Fig. 1: run 1, met1 routing
Supply wires on this layer in grey.
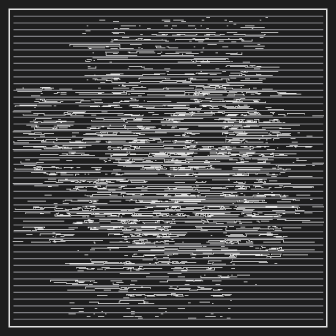
Fig. 2: run 1, met2 routing
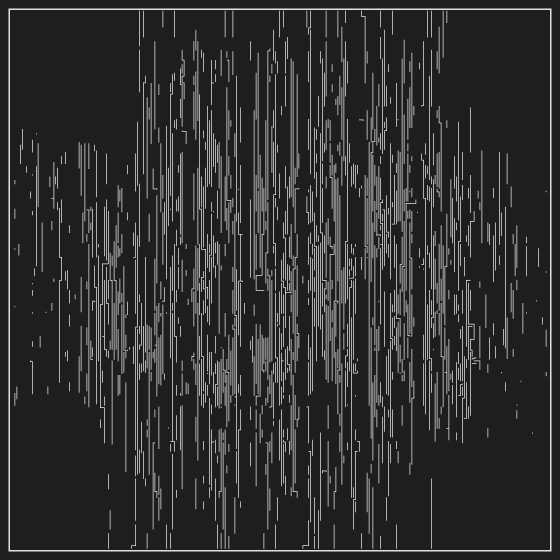
Fig. 3: run 1, metal 3
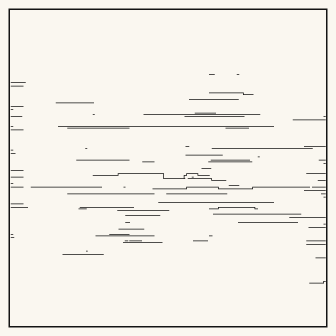
Fig. 4: run 1, met4 routing
Scale bar: 50 µm. Supply wires on this layer in grey.
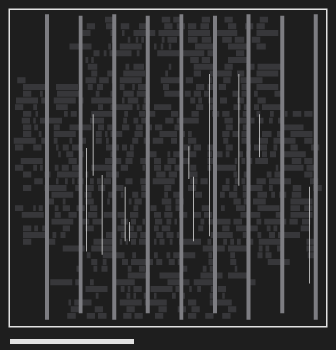
## config.mk

```make
export PLATFORM = sky130hd
export DESIGN_NAME = srl_iter
export DESIGN_NICKNAME = d
export VERILOG_FILES = /design/src/rtl/srl_iter.sv
export SDC_FILE = /design/constraint.sdc
export NUM_CORES = 1
export LEC_CHECK = 0
export CAP_MARGIN = 10
export CELL_PAD_IN_SITES_DETAIL_PLACEMENT = 1
export CELL_PAD_IN_SITES_GLOBAL_PLACEMENT = 2
export CORE_UTILIZATION = 30
export CTS_CLUSTER_DIAMETER = 50
export CTS_CLUSTER_SIZE = 12
export DETAILED_ROUTE_END_ITERATION = 7
export PLACE_DENSITY = 0.76
export REMOVE_ABC_BUFFERS = 1
export SLEW_MARGIN = 20
export SYNTH_ARGS = -nofsm -noshare
export SYNTH_HDL_FRONTEND = slang
export SYNTH_SLANG_ARGS = --single-unit
```

## constraint.sdc

```tcl
create_clock -name clk -period 2.5 [get_ports clk]
set_input_delay 0.5 -clock clk [delete_from_list [all_inputs] [get_ports clk]]
set_output_delay 0.5 -clock clk [all_outputs]
set_load 0.02 [all_outputs]
```

## src/rtl/srl_iter.sv

```systemverilog
// rtl/srl_iter.sv - iterative 32-bit right shifter, one binary-weighted stage per clock
// Define SRL_ARITH_EN to honour the arith input (sign fill); otherwise the block is logical-only.
module srl_iter #(
    parameter int WIDTH = 32,
    parameter int SHW   = 5
) (
    input  logic             clk,
    input  logic             reset,
    input  logic             in_valid,
    output logic             in_ready,
    input  logic [WIDTH-1:0] in,
    input  logic [SHW-1:0]   shift,
    input  logic             arith,
    output logic             out_valid,
    input  logic             out_ready,
    output logic [WIDTH-1:0] out
);

    localparam int STW = (SHW > 1) ? $clog2(SHW) : 1;

    typedef enum logic [1:0] {
        IDLE,
        SHIFT,
        DONE
    } state_t;

    state_t           state, state_nx;
    logic [WIDTH-1:0] data, data_nx;
    logic [SHW-1:0]   amt;
    logic [STW-1:0]   stage;
    logic             fill;
    logic             accept;
    logic             last_stage;

    assign accept     = (state == IDLE) && in_valid;
    assign last_stage = (stage == '0);
    assign in_ready   = (state == IDLE);
    assign out_valid  = (state == DONE);

`ifdef SRL_ARITH_EN
    // Fill is frozen from the original operand MSB, not re-derived per stage.
    always_ff @(posedge clk or posedge reset) begin
        if (reset) begin
            fill <= 1'b0;
        end else if (accept) begin
            fill <= arith & in[WIDTH-1];
        end
    end
`else
    logic unused_arith;
    assign unused_arith = arith;
    assign fill         = 1'b0;
`endif

    // The single reused stage: shift by 2^stage when that amount bit is set.
    always_comb begin
        data_nx = data;
        for (int s = 0; s < SHW; s++) begin
            if (stage == STW'(s) && amt[s]) begin
                data_nx = (data >> (1 << s)) | ({WIDTH{fill}} << (WIDTH - (1 << s)));
            end
        end
    end

    always_ff @(posedge clk or posedge reset) begin
        if (reset) begin
            state <= IDLE;
        end else begin
            state <= state_nx;
        end
    end

    always_comb begin
        state_nx = state;
        case (state)
            IDLE:    if (in_valid) state_nx = SHIFT;
            SHIFT:   if (last_stage) state_nx = DONE;
            DONE:    if (out_ready) state_nx = IDLE;
            default: state_nx = IDLE;
        endcase
    end

    always_ff @(posedge clk or posedge reset) begin
        if (reset) begin
            data  <= '0;
            amt   <= '0;
            stage <= '0;
            out   <= '0;
        end else begin
            case (state)
                IDLE: begin
                    if (in_valid) begin
                        data  <= in;
                        amt   <= shift;
                        stage <= STW'(SHW - 1);
                    end
                end
                SHIFT: begin
                    data <= data_nx;
                    if (last_stage) begin
                        out <= data_nx;
                    end else begin
                        stage <= stage - STW'(1);
                    end
                end
                default: ;
            endcase
        end
    end

endmodule

```

==> ci_impl_report.md, run 1 <==
### Metrics collected by this job

| Metric | Value |
|---|---|
| Status | `finished clean` |
| Die H | `128 µm` |
| Yosys stat cell total | `497` |
| Comb area | `2590 µm²` |
| Grt ovf | `0` |
| Clock network area share | `4.94%` |
| Crit Path Class | `register to register` |
| Via Count | `4418` |
| Number of antenna violations at the first check in global routing | `0` |
| # clk buffers | `11` |
| Post-Syn Area | `4740 µm²` |
| Flop count | `74` |
| First-pass GRT wire length | `26500 µm` |
| Tool Warnings | `30` |
| Top-area cell share | `39.1%` |
| Final cell count without fillers | `768` |
| Setup repair bufs after CTS | `0` |
| WL final | `16700 µm` |
| CP max stage cell | `and3b_1` |
| Later-pin clock latency in the skew report | `0.35 ns` |
| Yosys adder share | `1.32%` |
| Fill cells | `1759` |
| Synth area leader | `dfrtp_1` |
| Crit path max fanout | `13` |
| Hold WC Path Type | `register to register` |
| CTS Buf Count | `9` |
| Top cell category | `logic gates` |
| Synth Flop Type | `dfrtp_1` |
| Clock input transition at the sequential cells of the worst setup and hold paths | `0.06 ns` |
| Yosys warning tally | `0` |
| Util after Layout | `39.2%` |
| CP Launch Type | `register` |
| Syn_area_per_cell | `9.53 µm²` |
| Type of destination of the critical path | `register` |
| Critical Path Source | `stage[1]` |
| Worst R2R End | `out[15]` |
| Peak Freq | `432 MHz` |
| Slack of the critical path | `0.184 ns` |
| Drt via density | `5.75` |
| Worst hold start | `out[6]` |
| Complex Gates by Area | `32.6%` |
| Routed length per instance | `21.8 µm` |
| Chip area | `16300 µm²` |
| Signal buf overhead | `15.9%` |
## Picture notes: Fig. 1
longest straight run	52.0 µm
nets with wire on the layer	532
share of all routed wire	44%
main direction	horizontal

## Picture notes: Fig. 2
longest straight run	62.2 µm
share of all routed wire	48%
nets with wire on the layer	522
wire length on this layer	7960 µm
main direction	vertical

## Picture notes: Fig. 3
nets with wire on the layer	63
wire length on this layer	1030 µm
longest straight run	86.9 µm

## Picture notes: Fig. 4
nets with wire on the layer	7
main direction	vertical

==> run 1: worst max-delay path by stage <==
stage | endpoint | slack [ns] | cells after the start
6_report | out[15] | 0.18 | 6
5_1_grt | out[25] | 0.10 | 6
4_1_cts | out[15] | 0.22 | 6
3_5_place_dp | out[15] | 0.25 | 6
3_3_place_gp | data[0] | 0.27 | 6
2_1_floorplan | data[16] | -0.92 | 4
==> run 1: sequential cells by signal, summed over array words and instances, names as in the netlist <==
signal and flops:
data 32, out 32, amt 5, state 2, stage 3
==> run 1: metal layers <==
metal  global-route usage (%)  vias to the layer above  wire length, µm
met2                     34.4                      127             7960
met4                     7.47                        0              331
li1                         -                     2031                -
met3                     4.23                       26             1030
met1                     28.4                     2234             7400
met5                        0                        -                0
==> run 1: where the power goes <==
group,internal (mW),switching [mW],total [mW]
logic,1.96,2.46,4.42
clock network,0.797,0.528,1.32
registers,1.74,0.836,2.57
==> run 1: layout by cell type, fill, tap and decap left out, types with 5 or more instances in the layout <==
cell type,netlist,routed
mux2_2,20,20
a31oi_1,6,6
o32a_1,6,6
clkdlybuf4s50_1,0,74
a22oi_1,14,14
a2bb2oi_1,6,6
o31ai_1,8,8
a21oi_1,15,15
a221oi_2,5,5
dfrtp_1,74,74
mux2i_1,13,13
nand3_1,8,8
nand2_1,51,51
or2_2,6,6
ha_1,5,5
a22o_1,16,16
buf_4,3,18
a32oi_1,10,10
clkbuf_16,0,9
a221o_1,10,10
o221ai_1,18,18
o22ai_1,11,11
nand4b_1,5,5
o21ai_1,7,7
nor2_1,10,9
a21boi_0,5,5
o21ai_0,46,46
inv_1,12,11
==> run 1: tightest hold or removal path: stages, from the launching register on <==
cell and delay [ns]:
dfrtp_1 0.34, nand2_1 0.05, o31ai_1 0.05
Fig. 5: run 1, clock nets
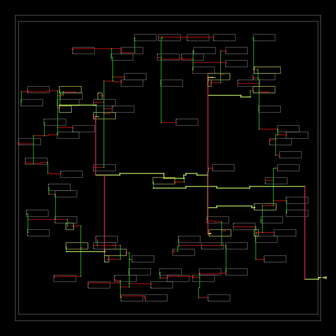

## Run 2: what changed since run 1
--- a/config.mk
+++ b/config.mk
@@ -14,7 +14,6 @@
 export DETAILED_ROUTE_END_ITERATION = 7
 export PLACE_DENSITY = 0.76
 export REMOVE_ABC_BUFFERS = 1
-export SLEW_MARGIN = 20
 export SYNTH_ARGS = -nofsm -noshare
 export SYNTH_HDL_FRONTEND = slang
 export SYNTH_SLANG_ARGS = --single-unit
Fig. 6: run 2, clock nets
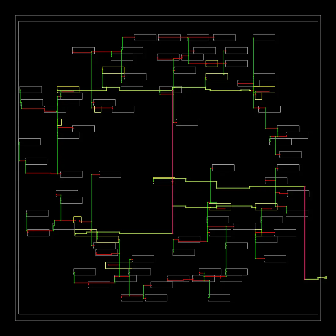
flop count: 74
# clk buffers: 10
clk pwr: 1.33 mW

==> ci_impl_report.md, run 2 <==
### Metrics collected by this job

| Metric | Value |
|---|---|
| Status | `finished clean` |
| Yosys warning tally | `0 (unchanged)` |
| CTS Buf Count | `9 (unchanged)` |
| Tool Warnings | `30 (unchanged)` |
| Later-pin clock latency in the skew report | `0.35 ns (about the same)` |
| Hold WC Path Type | `register to register` |
| Via Count | `4507 (+2.0%)` |
| Crit path max fanout | `13 (unchanged)` |
| Worst hold start | `out[9]` |
| Yosys stat cell total | `497 (unchanged)` |
| Clock share of power | `16.0% (about the same)` |
| Fill cells | `1768 (+0.51%)` |
| Switch Pwr | `3.84 mW (+0.31%)` |
| Chip area | `16300 µm² (unchanged)` |
| Sequential power | `2.57 mW (about the same)` |
| Chip Area, Yosys | `4740 µm²` |
| Worst R2R End | `out[15]` |
| Flop pwr share | `30.9% (about the same)` |
| Synth Flop Type | `dfrtp_1` |
| Die H | `128 µm (unchanged)` |
| CP Launch Type | `register` |
| Gate power share | `53.1% (about the same)` |
| Peak Freq | `435 MHz (+0.69%)` |
| Clock input transition at the sequential cells of the worst setup and hold paths | `0.06 ns (about the same)` |
| Setup repair bufs after CTS | `0 (unchanged)` |
| First-pass GRT wire length | `26600 µm (+0.13%)` |
| Crit Path Class | `register to register` |
| Comb pwr | `4.43 mW (about the same)` |
| Post-Syn Area | `4740 µm² (unchanged)` |
| Register-to-Register Path Depth | `6` |
| Biggest regs | `data: 32 flops, out: 32 flops, amt: 5 flops` |
| Syn_area_per_cell | `9.53 µm² (unchanged)` |
| Most frequent cells in the layout | `dfrtp_1 (74), clkdlybuf4s50_1 (74), nand2_1 (51), o21ai_0 (46), mux2_2 (20)` |
| Type of destination of the critical path | `register` |
| WL final | `16500 µm (-1.2%)` |
| Internal power | `4.50 mW (+0.19%)` |
| Top-area cell share | `39.1% (unchanged)` |
| Synth area leader | `dfrtp_1` |
[run 2: cell counts after synthesis]
No cell type changed its count.
[run 2: per-layer routing]
| layer | vias to the layer above | track usage, % | routed length (µm) |
|---|---|---|---|
| met5 | - | 0 | 0 |
| met4 | 0 | 6.64 | 261 |
| met3 | 20 | 5.28 | 945 |
| met2 | 138 | 34.2 | 7920 |
| met1 | 2310 | 28.4 | 7410 |
| li1 | 2039 | - | - |
[run 2: cell families (layout without fill, tap and decap cells)]
logic type                 Yosys count  count (layout)  share of synthesized area [%]
DFF                                 74              74                           39.1
buffers and inverters               64             125                           6.50
AOI/OAI and AO/OA                  208             208                           32.6
and+or+nand+nor                    113             113                           13.0
adders and majority gates            5               5                           1.32
muxes                               33              33                           7.50
[run 2: cell type report]
class                   instances  area (µm²)  area share (%)
clock buffers                  10         239            3.97
clock inverters                 6        66.3            1.10
inverters                      12        45.0           0.748
multi-input cells             359        2590            43.0
flip-flops and latches         74        1850            30.7
well taps                     211         264            4.38
repair buffers                 97         967            16.1
[run 2: worst max path at each step]
stage	endpoint	slack (ns)	startpoint
finish	out[15]	0.20	stage[1]
global placement	data[0]	0.27	stage[0]
detailed placement	data[4]	0.17	stage[0]
CTS	data[4]	0.18	stage[0]
floorplan	data[16]	-0.92	in_valid
global route	data[23]	0.11	stage[0]
[run 2: stage by stage]
stage | util [%] | instances | setup slack (ns)
finish | 39.3 | 769 | 0.200
global route | 39.3 | 769 | 0.107
CTS | 39.3 | 768 | 0.185
detailed placement | 37.3 | 752 | 0.166
global placement | 37.3 | 752 | 0.268
floorplan | - | 445 | -0.923
[run 2: worst max-delay path, cell delays in order, from the launching register on]
cell and delay [ns]:
dfrtp_1 0.40, inv_1 0.13, ha_1 0.34, and3b_1 0.60
a311oi_1 0.21, o22ai_1 0.34, mux2_2 0.22
No activity file was given, so power comes from the tool's default toggle rates.
